==> src/rtl/jt900h_pkg.sv <==
// Shared definitions for the jt900h memory responder: FSM encoding,
// parameter defaults and a byte-merge helper for partial word writes.
package jt900h_pkg;

    localparam int CEN_DIV_DEF = 2;
    localparam int TOUT_DEF    = 255;

    typedef enum logic [1:0] {
        IDLE = 2'd0,
        LO   = 2'd1,
        HI   = 2'd2,
        DONE = 2'd3
    } mem_state_t;

    // Replaces only the byte lanes selected by we, keeping the rest of old_word.
    function automatic logic [15:0] merge_bytes(input logic [15:0] old_word,
                                                input logic [15:0] new_word,
                                                input logic [1:0]  we);
        return {we[1] ? new_word[15:8] : old_word[15:8],
                we[0] ? new_word[7:0]  : old_word[7:0]};
    endfunction

endpackage

==> src/rtl/jt900h_cendiv.sv <==
// CPU clock-enable divider: one cen pulse every CEN_DIV clocks, counter held
// while freeze is high so the CPU stalls without losing its phase.
module jt900h_cendiv
    import jt900h_pkg::*;
#(
    parameter int CEN_DIV = CEN_DIV_DEF
) (
    input  logic clk,
    input  logic rst_n,
    input  logic freeze,
    output logic cen
);

    localparam int            CW   = (CEN_DIV > 2) ? $clog2(CEN_DIV) : 1;
    localparam logic [CW-1:0] LAST = CW'(CEN_DIV - 1);

    logic [CW-1:0] cnt;

    // cen rises when the counter wraps, so the first pulse after reset lands
    // exactly CEN_DIV cycles after release.
    always_ff @(posedge clk or negedge rst_n) begin
        if (!rst_n) begin
            cnt <= '0;
            cen <= 1'b0;
        end else if (freeze) begin
            cen <= 1'b0;
        end else begin
            cen <= (cnt == LAST);
            cnt <= (cnt == LAST) ? '0 : cnt + CW'(1);
        end
    end

endmodule

==> src/rtl/jt900h_memrsp.sv <==
// Bridges a 16-bit CPU bus onto an 8-bit acknowledged memory bus, with a
// one-word write-through read cache and a per-byte ack timeout.
module jt900h_memrsp
    import jt900h_pkg::*;
#(
    parameter int CEN_DIV = CEN_DIV_DEF,
    parameter int TOUT    = TOUT_DEF
) (
    input  logic        clk,
    input  logic        rst_n,
    output logic        cpu_cen,
    input  logic [23:0] cpu_addr,
    input  logic [15:0] cpu_din,
    output logic [15:0] cpu_dout,
    input  logic [1:0]  cpu_we,
    output logic [23:0] mem_addr,
    output logic        mem_rd,
    output logic        mem_wr,
    output logic [7:0]  mem_wdata,
    input  logic [7:0]  mem_rdata,
    input  logic        mem_ack,
    output logic        err
);

    localparam int            TW    = $clog2(TOUT + 1);
    localparam logic [TW-1:0] TLAST = TW'(TOUT - 1);

    mem_state_t    state;
    logic          slot;
    logic          active;
    logic          tout_seen;
    logic [22:0]   req_word;
    logic [1:0]    req_we;
    logic [15:0]   req_din;
    logic [22:0]   tag;
    logic          valid;
    logic [15:0]   cache;
    logic [7:0]    lo_byte;
    logic [7:0]    hi_byte;
    logic [TW-1:0] tcnt;

    logic [22:0] cpu_word;
    logic        cached;
    logic        hit;
    logic        start;
    logic        freeze;
    logic [7:0]  byte_in;
    logic        unused;

    assign cpu_word = cpu_addr[23:1];
    assign unused   = cpu_addr[0];
    assign cached   = valid && (tag == cpu_word);
    assign hit      = slot && (cpu_we == 2'b00) && cached;
    assign start    = slot && (state == IDLE) && !hit;
    // Freezing already in the sample slot keeps a pulse from slipping out
    // on the very cycle an access is being launched.
    assign freeze   = (state != IDLE) || start;
    assign byte_in  = mem_ack ? mem_rdata : 8'hFF;

    jt900h_cendiv #(
        .CEN_DIV (CEN_DIV)
    ) u_cendiv (
        .clk    (clk),
        .rst_n  (rst_n),
        .freeze (freeze),
        .cen    (cpu_cen)
    );

    // Each byte state spends one cycle with the strobe low (active=0) before
    // raising it, so consecutive byte strobes are always separated.
    always_ff @(posedge clk or negedge rst_n) begin
        if (!rst_n) begin
            state     <= IDLE;
            slot      <= 1'b0;
            active    <= 1'b0;
            tout_seen <= 1'b0;
            req_word  <= '0;
            req_we    <= '0;
            req_din   <= '0;
            tag       <= '0;
            valid     <= 1'b0;
            cache     <= '0;
            lo_byte   <= '0;
            hi_byte   <= '0;
            tcnt      <= '0;
            cpu_dout  <= '0;
            mem_addr  <= '0;
            mem_rd    <= 1'b0;
            mem_wr    <= 1'b0;
            mem_wdata <= '0;
            err       <= 1'b0;
        end else begin
            slot <= cpu_cen;
            err  <= 1'b0;
            case (state)
                IDLE: begin
                    if (slot) begin
                        req_word <= cpu_word;
                        req_we   <= cpu_we;
                        req_din  <= cpu_din;
                        if (hit) begin
                            cpu_dout <= cache;
                        end else begin
                            state     <= (cpu_we == 2'b00 || cpu_we[0]) ? LO : HI;
                            active    <= 1'b0;
                            tout_seen <= 1'b0;
                        end
                        if (cpu_we != 2'b00 && cached)
                            cache <= merge_bytes(cache, cpu_din, cpu_we);
                    end
                end
                LO, HI: begin
                    if (!active) begin
                        active    <= 1'b1;
                        tcnt      <= '0;
                        mem_addr  <= {req_word, state == HI};
                        mem_rd    <= (req_we == 2'b00);
                        mem_wr    <= (req_we != 2'b00);
                        mem_wdata <= (state == HI) ? req_din[15:8] : req_din[7:0];
                    end else if (mem_ack || tcnt == TLAST) begin
                        active <= 1'b0;
                        mem_rd <= 1'b0;
                        mem_wr <= 1'b0;
                        if (!mem_ack) begin
                            err       <= 1'b1;
                            tout_seen <= 1'b1;
                        end
                        if (state == HI) begin
                            hi_byte <= byte_in;
                            state   <= DONE;
                        end else begin
                            lo_byte <= byte_in;
                            state   <= (req_we == 2'b00 || req_we[1]) ? HI : DONE;
                        end
                    end else begin
                        tcnt <= tcnt + TW'(1);
                    end
                end
                DONE: begin
                    state <= IDLE;
                    if (req_we == 2'b00) begin
                        cpu_dout <= {hi_byte, lo_byte};
                        cache    <= {hi_byte, lo_byte};
                        tag      <= req_word;
                        valid    <= !tout_seen;
                    end
                end
                default: state <= IDLE;
            endcase
        end
    end

endmodule
==> config.mk <==
export PLATFORM = sky130hd
export DESIGN_NAME = jt900h_memrsp
export DESIGN_NICKNAME = d
export VERILOG_FILES = /design/src/rtl/jt900h_pkg.sv /design/src/rtl/jt900h_cendiv.sv /design/src/rtl/jt900h_memrsp.sv
export SDC_FILE = /design/constraint.sdc
export NUM_CORES = 1
export LEC_CHECK = 0
export CORE_ASPECT_RATIO = 0.6
export CORE_MARGIN = 5
export CORE_UTILIZATION = 50
export CTS_CLUSTER_DIAMETER = 80
export CTS_CLUSTER_SIZE = 12
export DETAILED_ROUTE_END_ITERATION = 10
export PLACE_DENSITY_LB_ADDON = 0.3
export SLEW_MARGIN = 5
export SYNTH_ARGS = -nofsm -noshare
export SYNTH_HDL_FRONTEND = slang
export SYNTH_SLANG_ARGS = --single-unit
==> constraint.sdc <==
create_clock -name clk -period 2.65 [get_ports clk]
set_input_delay 0.53 -clock clk [delete_from_list [all_inputs] [get_ports clk]]
set_output_delay 0.53 -clock clk [all_outputs]
set_load 0.01 [all_outputs]
Fig. 1: cell classes on the final placement
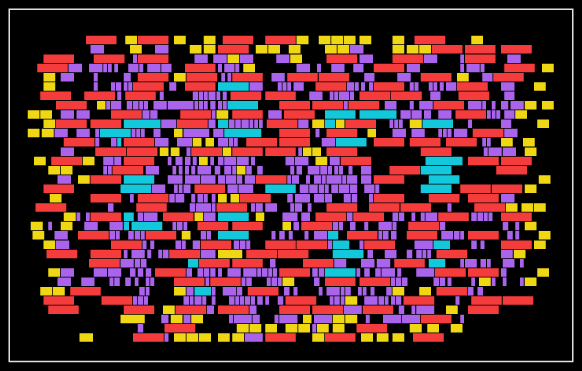
legend:
  clock drivers and dummy loads:
    colour: cyan
    cells: 32
  other buffers and delay cells:
    colour: yellow
    cells: 125
  all other logic:
    colour: purple
    cells: 466
  flip-flops:
    colour: red
    cells: 163
area of the placeable core: 13,800 um^2
area of all placed cells without fillers: 9170 um^2

Fig. 2: routing congestion
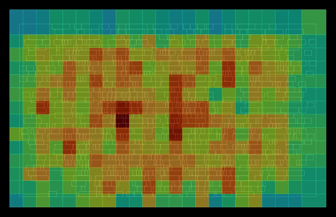
Global Route met2 Usage: 33.1%
routed len/inst: 17.4 um
Total GRT Usage: 21.0%
global-route layer with the greatest usage: met2
Finished Core Util: 66.3%

==> notes.md <==
flow finished, numbers: cells after synthesis 656, Worst-Margin Slew 0.770 ns, status finished clean, number of warning messages in the logs 31, final tally of setup violations 0, XOR Share, Synth 2.82%, detail-routed via count per cell 5.25, Sum Neg Setup Slack 0 ns, depth of the most critical reg-to-reg path 6, worst slack after detailed placement -0.0862 ns, commonest non-fill, non-tap cells in the layout 163 x sky130_fd_sc_hd__dfrtp_1, 120 x sky130_fd_sc_hd__nand2_1, 102 x sky130_fd_sc_hd__clkdlybuf4s50_1, 69 x sky130_fd_sc_hd__o21ai_0, 68 x sky130_fd_sc_hd__mux2_2, Final Hold Vio Count 0, Largest cells by area sky130_fd_sc_hd__dfrtp_1 57%, sky130_fd_sc_hd__mux2_2 11%, sky130_fd_sc_hd__nand2_1 6.4%, sky130_fd_sc_hd__o21ai_0 4.8%, sky130_fd_sc_hd__inv_1 2.6%, count of standard-cell rows 33, maximum operating frequency 413 MHz, full die area approximately 17,000 um^2, total of max-cap violations 0, post-synthesis sequential area ratio 57.0%, multi-input logic area approximately 2800 um^2, cts bufs inserted 17, most common cell after layout, fill and taps aside sky130_fd_sc_hd__dfrtp_1, pins over their slew limit 0, slowest stage delay, CP 0.59 ns, post-synthesis share of cell area spent on and, or, nand and nor gates 12.0%, cell at the slowest stage of the critical path sky130_fd_sc_hd__a31oi_2, number of design-rule violations left by the first detailed-router iteration 406, Main logic family multiplexers, overall routed net length approximately 17 mm, yosys stat cell total approximately 660, first-pass iteration count of the detailed router 5, post-route minimum period ~2.4 ns, total buffers and inverters traversed by the critical path 0, CP Launch Point state[1], maximum fanout count along the critical path 8, post-synthesis to final-layout area growth 28.2%, Pre-Place Util 51.7%, Pwr Total ~11 mW, Residual DRC 0, post-CTS clock slew at the launch and capture registers of the worst setup and hold paths 0.06 ns, signal arrival time at the worst endpoint between 2 and 3 ns, first-pass GRT wire length 27.8 mm
Fig. 3: cell density map
Scale bar: 50 um. 16 x 10 tiles, from black (low) to pale yellow (high), 0 to 100% covered.
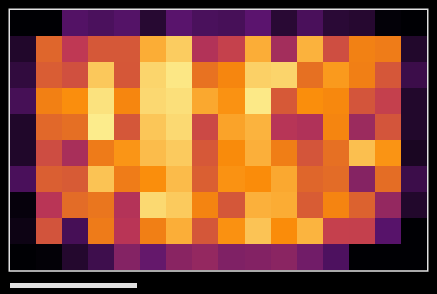
mean over tiles: 53%
tiles over 75% full: 27%
nearly empty tiles: 6.9%

Fig. 4: floorplan with the power grid
Scale bar: 50 um. Pins as bars on the die edge.
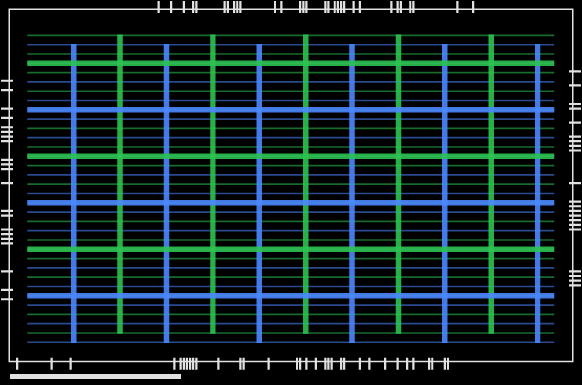
legend:
  VDD:
    colour: green
  VSS:
    colour: blue
met5 straps: 6
met4 straps: 11
met1 rails: 34
vertical die size: 103 um
overall die width: 164 um
Worst IR Drop VDD: 0.626 mV

## area by class of cell
cell class | instances | area share (%)
repair buffers | 125 | 13.3
multi-input cells | 417 | 30.4
clock inverters | 10 | 1.84
well taps | 192 | 2.62
flip-flops and latches | 163 | 44.5
clock buffers | 22 | 5.28
inverters | 49 | 2.01
## per-layer routing
metal,GRT usage [%],vias up,wire [um]
met5,0,-,0
met4,6.77,0,223
met3,3.76,18,934
met2,33.1,147,7850
met1,30.0,2535,7970
li1,-,2434,-
## registers in the layout, summed over array words and instances, names as in the netlist, 2 cells and up
| signal | cells |
|---|---|
| cpu_dout | 16 |
| lo_byte | 8 |
| hi_byte | 8 |
| req_din | 16 |
| req_word | 23 |
| state | 2 |
| mem_wdata | 8 |
| cache | 16 |
| req_we | 2 |
| tcnt | 8 |
| tag | 23 |
| mem_addr | 24 |
## power by group
part / internal [mW] / leakage, nW / switching [mW]
sequential: 3.65 / 1.98 / 0.752
combinational: 2.21 / 1.83 / 2.03
clock: 1.69 / 0.321 / 0.992
## worst max path at each step
stage,slack (ns),depth (start not counted),end
after global placement,-0.07,6,cache[4]
after floorplan,0.48,6,cpu_dout[0]
final,0.23,6,cache[3]
after detailed placement,-0.09,6,cache[0]
after CTS,0.24,6,cache[3]
after global routing,0.14,6,cache[3]
## per-stage QoR
stage	instances	area [um^2]	util, %
floorplan	656	7150	-
finish	978	9170	66.3
detailed placement	946	8510	61.5
global placement	946	8510	61.5
CTS	978	9170	66.3
global route	978	9170	66.3
## worst reg2reg max path: cells and delay by family (launching register included)
kind / cells / cell delay, ns
AOI/OAI and AO/OA: 2 / 0.92
adders and majority gates: 1 / 0.25
DFF: 1 / 0.42
muxes: 1 / 0.42
and+or+nand+nor: 2 / 0.29
## kinds of logic after synthesis
logic type / Yosys count
AND-OR/OR-AND: 109
XOR/XNOR: 23
adder cells (fa/ha/maj): 6
buffers and inverters: 76
flip-flops: 163
multiplexers: 87
AND/OR/NAND/NOR: 192
Power and IR drop assume default switching activity.
